==> config.mk <==
export PLATFORM = sky130hd
export DESIGN_NAME = store_pulse_debouncer_flat
export DESIGN_NICKNAME = d
export VERILOG_FILES = /design/src/rtl/store_pulse_debouncer_if.sv /design/src/rtl/store_pulse_debouncer.sv /design/src/flat_wrapper.sv
export SDC_FILE = /design/constraint.sdc
export NUM_CORES = 1
export LEC_CHECK = 0
export CAP_MARGIN = 20
export CORE_ASPECT_RATIO = 0.9
export CORE_MARGIN = 1
export CORE_UTILIZATION = 56
export CTS_BUF_LIST = sky130_fd_sc_hd__clkbuf_8
export DETAILED_ROUTE_END_ITERATION = 16
export MAX_ROUTING_LAYER = met4
export PLACE_DENSITY_LB_ADDON = 0.3
export SLEW_MARGIN = 30
export SYNTH_ARGS = -nofsm -noshare
export SYNTH_HDL_FRONTEND = slang
export SYNTH_SLANG_ARGS = --single-unit
==> constraint.sdc <==
create_clock -name clk -period 2 [get_ports clk]
set_input_delay 0.4 -clock clk [delete_from_list [all_inputs] [get_ports clk]]
set_output_delay 0.4 -clock clk [all_outputs]
set_load 0.1 [all_outputs]
==> src/rtl/store_pulse_debouncer_if.sv <==
// Button/switch input bundle and the store/data pair it produces for the
// one-bit storage register. master = stimulus side, slave = debouncer side.
interface store_pulse_debouncer_if;
  logic btn_raw;
  logic sw_raw;
  logic store;
  logic data;
  logic pressed;

  modport master (
    output btn_raw,
    output sw_raw,
    input  store,
    input  data,
    input  pressed
  );

  modport slave (
    input  btn_raw,
    input  sw_raw,
    output store,
    output data,
    output pressed
  );
endinterface

==> src/rtl/store_pulse_debouncer.sv <==
// Input-conditioning stage for the board's one-bit storage register.
// Synchronizes a raw push-button and slide switch into clk, debounces the
// button, and on each accepted press emits a one-cycle store pulse together
// with the switch value captured at that moment.
module store_pulse_debouncer #(
  parameter int DEBOUNCE_CYCLES = 500000,
  parameter int CNT_W           = 20
) (
  input  logic                    clk,
  input  logic                    rst,
  store_pulse_debouncer_if.slave  bus
);

  typedef enum logic [1:0] {
    RELEASED,
    PRESS_WAIT,
    HELD,
    RELEASE_WAIT
  } state_t;

  // Terminal count: a level is accepted once cnt reaches this value while the
  // synchronized button still agrees. DEBOUNCE_CYCLES <= 2**CNT_W keeps it in range.
  localparam logic [CNT_W-1:0] CNT_MAX = CNT_W'(DEBOUNCE_CYCLES - 1);

  logic             b1;
  logic             btn_s;
  logic             s1;
  logic             sw_s;
  state_t           state;
  logic [CNT_W-1:0] cnt;
  logic             store_q;
  logic             data_q;
  logic             pressed_q;

  // Two-flop synchronizers for the asynchronous button and switch.
  always_ff @(posedge clk or negedge rst) begin
    if (!rst) begin
      b1    <= 1'b0;
      btn_s <= 1'b0;
      s1    <= 1'b0;
      sw_s  <= 1'b0;
    end else begin
      // NOTE: non-blocking assignments make each flop sample the previous
      // stage's old value, so the chain really is two registers deep.
      b1    <= bus.btn_raw;
      btn_s <= b1;
      s1    <= bus.sw_raw;
      sw_s  <= s1;
    end
  end

  // Debounce FSM with registered store/data/pressed outputs.
  always_ff @(posedge clk or negedge rst) begin
    if (!rst) begin
      state     <= RELEASED;
      cnt       <= '0;
      store_q   <= 1'b0;
      data_q    <= 1'b0;
      pressed_q <= 1'b0;
    end else begin
      // store is a pulse: low unless the acceptance branch below raises it.
      store_q <= 1'b0;
      case (state)
        RELEASED: begin
          if (btn_s) begin
            state <= PRESS_WAIT;
            cnt   <= '0;
          end
        end
        PRESS_WAIT: begin
          if (!btn_s) begin
            state <= RELEASED;
          end else if (cnt == CNT_MAX) begin
            state     <= HELD;
            store_q   <= 1'b1;
            data_q    <= sw_s;
            pressed_q <= 1'b1;
          end else begin
            cnt <= cnt + 1'b1;
          end
        end
        HELD: begin
          if (!btn_s) begin
            state <= RELEASE_WAIT;
            cnt   <= '0;
          end
        end
        RELEASE_WAIT: begin
          if (btn_s) begin
            state <= HELD;
          end else if (cnt == CNT_MAX) begin
            state     <= RELEASED;
            pressed_q <= 1'b0;
          end else begin
            cnt <= cnt + 1'b1;
          end
        end
        default: begin
          state     <= RELEASED;
          pressed_q <= 1'b0;
        end
      endcase
    end
  end

  assign bus.store   = store_q;
  assign bus.data    = data_q;
  assign bus.pressed = pressed_q;

endmodule

==> src/flat_wrapper.sv <==
// flat-port wrapper written by rule: the top's interface ports become plain ports
module store_pulse_debouncer_flat 
#(
  parameter int DEBOUNCE_CYCLES = 500000,
  parameter int CNT_W           = 20
)
  (clk, rst, bus_btn_raw, bus_sw_raw, bus_store, bus_data, bus_pressed);
  store_pulse_debouncer_if bus_i ();
  input  logic clk;
  input  logic rst;
  input wire logic [$bits(bus_i.btn_raw)-1:0] bus_btn_raw;
  input wire logic [$bits(bus_i.sw_raw)-1:0] bus_sw_raw;
  output wire logic [$bits(bus_i.store)-1:0] bus_store;
  output wire logic [$bits(bus_i.data)-1:0] bus_data;
  output wire logic [$bits(bus_i.pressed)-1:0] bus_pressed;
  assign bus_i.btn_raw = bus_btn_raw;
  assign bus_i.sw_raw = bus_sw_raw;
  assign bus_store = bus_i.store;
  assign bus_data = bus_i.data;
  assign bus_pressed = bus_i.pressed;
  store_pulse_debouncer #(.DEBOUNCE_CYCLES(DEBOUNCE_CYCLES), .CNT_W(CNT_W)) u_core (.clk(clk), .rst(rst), .bus(bus_i));
endmodule
Fig. 1: run 1, gate-type map
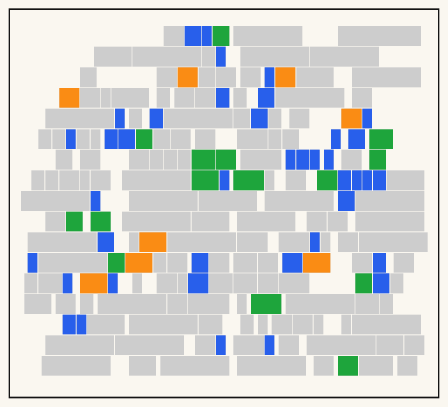
legend:
  non-inverting ao/oa cells:
    colour: orange
    cells: 8
  and/or cells:
    colour: green
    cells: 15
  nand cells:
    colour: blue
    cells: 40
most frequent logic cell in the layout: dfrtp_1
fraction of area in multi-input gates: 39.37%
Finished Layout Cells: 221

Fig. 2: run 1, routing congestion
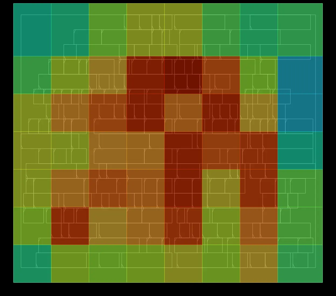
post-DR wirelength/cell: 18.09 um
GRT met3 Usage: 7.342%
All-Layer GR Usage: 31.43%
grt met2 use: 47.84%

Fig. 3: run 1, metal 2
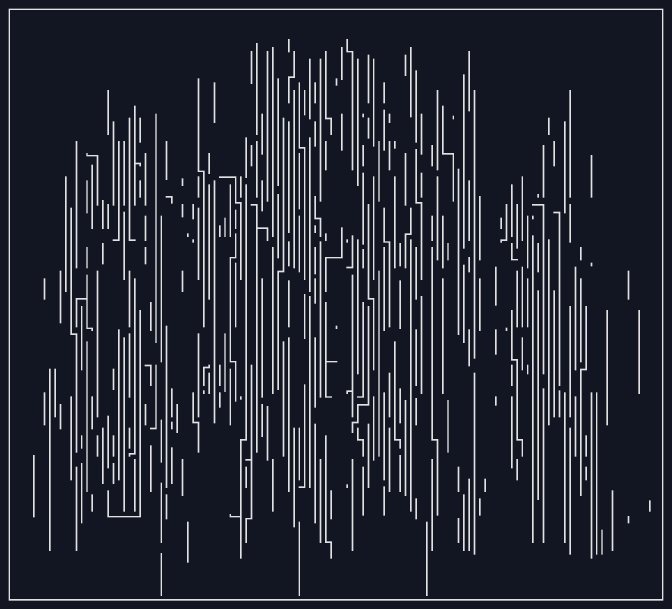
longest straight run: 26.5 um
share of all routed wire: 48%
wire length on this layer: 1920 um

==> reports/metrics.cfg, run 1 <==
[status]
status=finished with violations
violations=negative setup slack

[yosys]
synth-edff-count=0
synthDistinctLibCells=40
top_area_share_pct=48.49
area_leaders=dfrtp_1, o21ai_0, nand2_1, o31ai_1, nand3_1
synth_cells=156
avgSynthCellArea_sq_um=9.593
syn-cell-area_sq_mm=0.001496
largest_area_cell=dfrtp_1
fp_nets=161
yosys_warnings=0
yosys.stat.seqShare_pct=48.49
ys_cells=156

[sta]
fin_crit_sh_pct=107.4
clock_skew_ns=0.009576
rsz0062_at_grt=true
finalCriticalPeriod_ns=2.148
slew_violations=0
fin_ws_ns=-0.1485
setup_viol=12
max_freq_ghz=0.4654
tightest_slew_ns=0.3823
final_hold_viol_count=0

[global_routing]
grt_max_degree=30
grt_first_pass_wirelength_um=6396
grt_overflow_total=0

[place]
pre_cts_slack_ns=-0.1476
gp_congestion=0.8973
dpl.hpwl_um=2488
port_buffers=6

[setup_path]
path_cells=or4b_1, or3_4, or3_4, nor2_4, mux2_4
setup.worst_path.start=u_core.cnt[11]$_DFFE_PN0P_
slowest_delay_ns=0.50
cp-end-kind=flop
crit_top_cell=or3_4
cp-start-kind=flop
critical_path_required_ns=2.17
crit_fanout=3
critical_path_arrival_ns=2.32

[pwr]
total_power_w=0.001333
p_per_area_mw_per_mm2=688.7
power_leakage_nw=0.8656
ir_drop_mv=0.7184

[min_path]
min_path_type=reg2reg
hold_start=u_core.b1$_DFF_PN0_

[die]
ios=7
die_h_um=51.04
fp.dieW_um=56.49
num_rows=17
core_area_sq_mm=0.002489
initial_utilization_pct=60.13

[cts]
cts_tree=done
cts-root-buf=clkbuf_8
clock_latency_ns=0.29
htree_levels=2
cts_buffers=5
cts.clk_slew.worst_paths_ns=0.06
postCtsHoldBufs=0
clock-sinks=29

[run]
maxCapViolCount=0
warnings=29

[routing]
antenna_left=0
via_count=1426
viasPerCell=6.452

[finish]
drive_gt1_share_pct=25.91
lay_top_cells=dfrtp_1, buf_4, nand2_1, o21ai_0, nand3_1
n_antenna_cell=0
area.growth.synth_to_final_pct=29.35
nets=197

[run 1: area by class of cell]
class / count / area, sq um
tap: 28 / 35.03
sequential: 29 / 725.7
clock inverter: 2 / 33.78
fill: 162 / 553.0
clock buffer: 6 / 82.58
inverter: 5 / 18.77
multi-input combinational: 117 / 762.0
timing repair buffer: 34 / 277.8
[run 1: routing by layer]
| metal | vias up | global-route usage, % | part of all wire (%) |
|---|---|---|---|
| met3 | 18 | 7.342 | 7.2 |
| li1 | 657 | - | - |
| met2 | 71 | 47.84 | 48 |
| met4 | 0 | 19.92 | 3.4 |
| met5 | - | - | 0 |
| met1 | 680 | 38.06 | 41 |
[run 1: synth_stat cells, types with 4 or more instances]
library cell	n
o21ai_0	17
nand4_1	6
nor2_1	6
nor4_1	4
nand2_1	22
clkbuf_1	5
inv_1	4
a21o_1	4
o31ai_1	6
o211ai_1	4
nand3_1	8
dfrtp_1	29
[run 1: flip-flops by register name, summed over array words and instances (netlist names), named ones only]
signal and count:
u_core.cnt 20, u_core.b1 1, u_core.btn_s 1, u_core.bus.data 1, u_core.bus.pressed 1, u_core.bus.store 1, u_core.s1 1, u_core.state 1
u_core.sw_s 1
[run 1: critical path: cells and delay by family, from the launching register on]
family        cells  cell delay [ns]
simple gates      4             1.33
flops             1             0.39
mux               1             0.30
[run 1: stage by stage]
stage | utilization, % | area, sq um | hold WS (ns) | setup TNS (ns) | cells
finish | 77.78 | 1936 | 0.3517 | -0.7446 | 221
CTS | 76.12 | 1894 | 0.3519 | -0.4859 | 219
global route | 77.78 | 1936 | 0.3581 | -1.791 | 221
global placement | 70.14 | 1745 | 0.3331 | -0.2472 | 209
floorplan | - | 1496 | 0.1044 | -0.2212 | 156
detailed placement | 70.14 | 1745 | 0.3379 | -0.4617 | 209
[run 1: final timing paths]
path | endpoint | slack [ns] | cells after the start
max | u_core.bus.data$_DFFE_PN0P_ | -0.15 | 5
min | u_core.btn_s$_DFF_PN0_ | 0.35 | 0
max reg2reg | u_core.bus.data$_DFFE_PN0P_ | -0.15 | 5
min reg2reg | u_core.btn_s$_DFF_PN0_ | 0.35 | 0
max in group asynchronous | u_core.cnt[6]$_DFFE_PN0P_ | 1.21 | 2
min in group asynchronous | u_core.bus.store$_DFF_PN0_ | 0.50 | 2
[run 1: power by group]
part	switching (W)	leakage (nW)	internal, W
Combinational	0.0000561	0.412	0.0000393
Clock	0.000222	0.0626	0.000400
Sequential	0.0000140	0.391	0.000601
[run 1: cells by family after synthesis]
logic type | after synthesis | share of synthesized area, %
XOR/XNOR | 2 | 1.171
flip-flops | 29 | 48.50
multiplexers | 2 | 1.756
AND/OR/NAND/NOR | 70 | 27.09
buffers and inverters | 10 | 2.508
adder cells (fa/ha/maj) | 1 | 0.8360
AND-OR/OR-AND | 42 | 18.14
[run 1: what timing repair did]
item                                    CTS  global route
endpoints found under the setup margin   12            14
pin swaps                                 6             7
setup buffers                             2             2
gates resized                             6             9
## Run 2: what changed since run 1
REMOVE_ABC_BUFFERS = 1   (was default)
Fig. 4: run 2, routing congestion
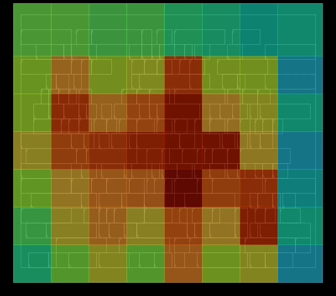
post-DR wirelength/cell: 17.57 um
fin util: 74.36%
grt met2 use: 43.53%
GRT met3 Usage: 9.873%

==> run 2 against run 1 <==
Effect of this change:
- the run still ends with negative setup slack left
- clock-buffer cell count unchanged
- final cell count shrank 3.2%
- via count fell by 2.3%
- setup slack improved by 0.043 ns
- die size did not move
- largest power group is now registers
- core utilization shrank 3.4 points
==> reports/metrics.cfg, run 2 <==
[status]
status=finished with violations
violations=negative setup slack

[cts]
postCtsHoldBufs=0
clock-sinks=29
htree_levels=2
clock_latency_ns=0.29
cts_buffers=5
cts-root-buf=clkbuf_8

[setup_path]
r2r_slack_ns=-0.11
reg2reg_depth=5
path_cells=or4b_1, or3_4, or3_4, buf_6, mux2_4
crit_top_cell=or3_4
critical_path_required_ns=2.17
cp-end-kind=flop
cp-start-kind=flop
slowest_delay_ns=0.51

[yosys]
top_area_share_pct=48.49
area_leaders=dfrtp_1, o21ai_0, nand2_1, o31ai_1, nand3_1
synthDistinctLibCells=40
synth-edff-count=0
post-synth-top-count-cell=dfrtp_1
syn-cell-area_sq_mm=0.001496
yosys.stat.seqShare_pct=48.49
largest_area_cell=dfrtp_1
avgSynthCellArea_sq_um=9.593
synth_cells=156

[sta]
tightest_slew_ns=0.4693
finalCriticalPeriod_ns=2.106
clock_skew_ns=0.008383
fin_ws_ns=-0.1055
fin_crit_sh_pct=105.3
max_freq_ghz=0.4749
rsz0062_at_grt=true
setup_viol=4

[pwr]
internal-power_w=0.0009041
p_sw_share_pct=23.76
clock_power_share_pct=40.7
netSwitchingPower_w=0.0002818
ir_drop_mv=0.8989
power_leakage_nw=0.8204

[finish]
mi_logic_area_sq_um=759.5
nets=191
regMostFlops=u_core.cnt
n_antenna_cell=0
stdcell_area_sq_mm=0.001851
flop_area_sq_um=725.7
drive_gt1_share_pct=21.51

[min_path]
holdPathEnd=u_core.sw_s$_DFF_PN0_
min_path_type=reg2reg
hold_start=u_core.s1$_DFF_PN0_

[global_routing]
top_usage_layer=met2
grt_overflow_total=0
grt_first_pass_wirelength_um=6320
track_usage_pct=31.81

[die]
initial_utilization_pct=60.13
die_h_um=51.04
num_rows=17
fp.dieW_um=56.49

[run]
maxCapViolCount=0

[place]
gp_congestion=1.012
dpl-instance-area_sq_mm=0.001700
port_buffers=6

Fig. 5: run 2, cell density map
The die is cut into 11 by 10 equal tiles; white is low, dark blue is high, 0 to 100% covered.
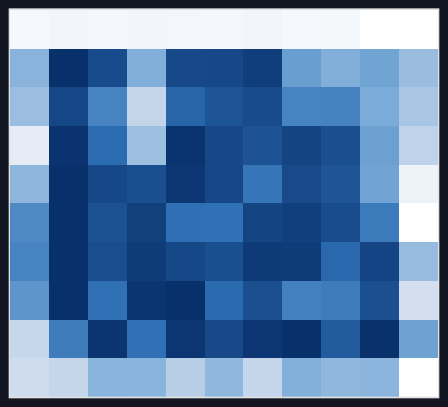
fullest tile: 100%
densest ninth of the die: middle
emptiest ninth of the die: top right
mean over tiles: 63%
nearly empty tiles: 3.6%
tiles over 75% full: 46%

[run 2: power by group through the flow]
stage                     Sequential (W)  Clock (W)  Combinational, W
after detailed placement        0.000626          0         0.0000794
after floorplan                 0.000624          0         0.0000328
after global routing            0.000616   0.000513         0.0000976
final                           0.000616   0.000482         0.0000883
after global placement          0.000624          0         0.0000760
after CTS                       0.000614   0.000493         0.0000875
[run 2: cell families after synthesis]
| kind of cell | share of synthesized area [%] |
|---|---|
| buffers and inverters | 2.508 |
| DFF | 48.50 |
| muxes | 1.756 |
| and+or+nand+nor | 27.09 |
| xor gates and xnor gates | 1.171 |
| adders and majority gates | 0.8360 |
| AOI/OAI and AO/OA | 18.14 |
[run 2: stage by stage]
step | TNS, ns | total power [W] | util, % | instances | setup slack (ns)
after floorplan | -0.2988 | 0.0006571 | - | 151 | -0.1997
after global placement | -0.4918 | 0.0007000 | 68.33 | 203 | -0.1323
after detailed placement | -0.8265 | 0.0007057 | 68.33 | 203 | -0.1806
after CTS | -0.2057 | 0.001195 | 74.01 | 214 | -0.1078
after global routing | -0.8381 | 0.001226 | 74.36 | 214 | -0.1518
final | -0.2457 | 0.001186 | 74.36 | 214 | -0.1055
[run 2: worst max-delay path by stage]
stage	startpoint	endpoint	slack, ns	cells after the start
floorplan	u_core.cnt[12]$_DFFE_PN0P_	u_core.bus.data$_DFFE_PN0P_	-0.20	5
global placement	u_core.cnt[12]$_DFFE_PN0P_	u_core.bus.data$_DFFE_PN0P_	-0.13	5
detailed placement	u_core.cnt[12]$_DFFE_PN0P_	u_core.bus.data$_DFFE_PN0P_	-0.18	5
CTS	u_core.cnt[12]$_DFFE_PN0P_	u_core.bus.data$_DFFE_PN0P_	-0.11	5
global route	u_core.cnt[12]$_DFFE_PN0P_	u_core.bus.data$_DFFE_PN0P_	-0.15	5
finish	u_core.cnt[12]$_DFFE_PN0P_	flop	-0.11	5
[run 2: cell type report]
type                            count  area share (%)
Multi-Input combinational cell    117           41.04
Tap cell                           28           1.893
Timing Repair Buffer               28           12.17
Inverter                            5           1.014
Sequential cell                    29           39.22
Clock buffer                        6           4.462
Clock inverter                      1          0.2028
[run 2: critical path: cells and delay by family, from the launching register on]
| kind | cells | cell delay [ns] |
|---|---|---|
| buffers and inverters | 1 | 0.14 |
| flip-flops | 1 | 0.36 |
| multiplexers | 1 | 0.28 |
| AND/OR/NAND/NOR | 3 | 1.22 |
[run 2: metal layers]
layer  routed length, um  up-vias
met5                   0        -
met4                 195        0
met3                 386       23
met2                1676       87
met1                1501      639
li1                    -      644
[run 2: what timing repair did]
action / in CTS / in global routing
endpoints found under the setup margin: 9 / 12
pin swaps: 2 / 2
buffers inserted: 4 / 0
resized: 6 / 3
Power figures rest on the tool's default switching activity, not on a simulated workload.
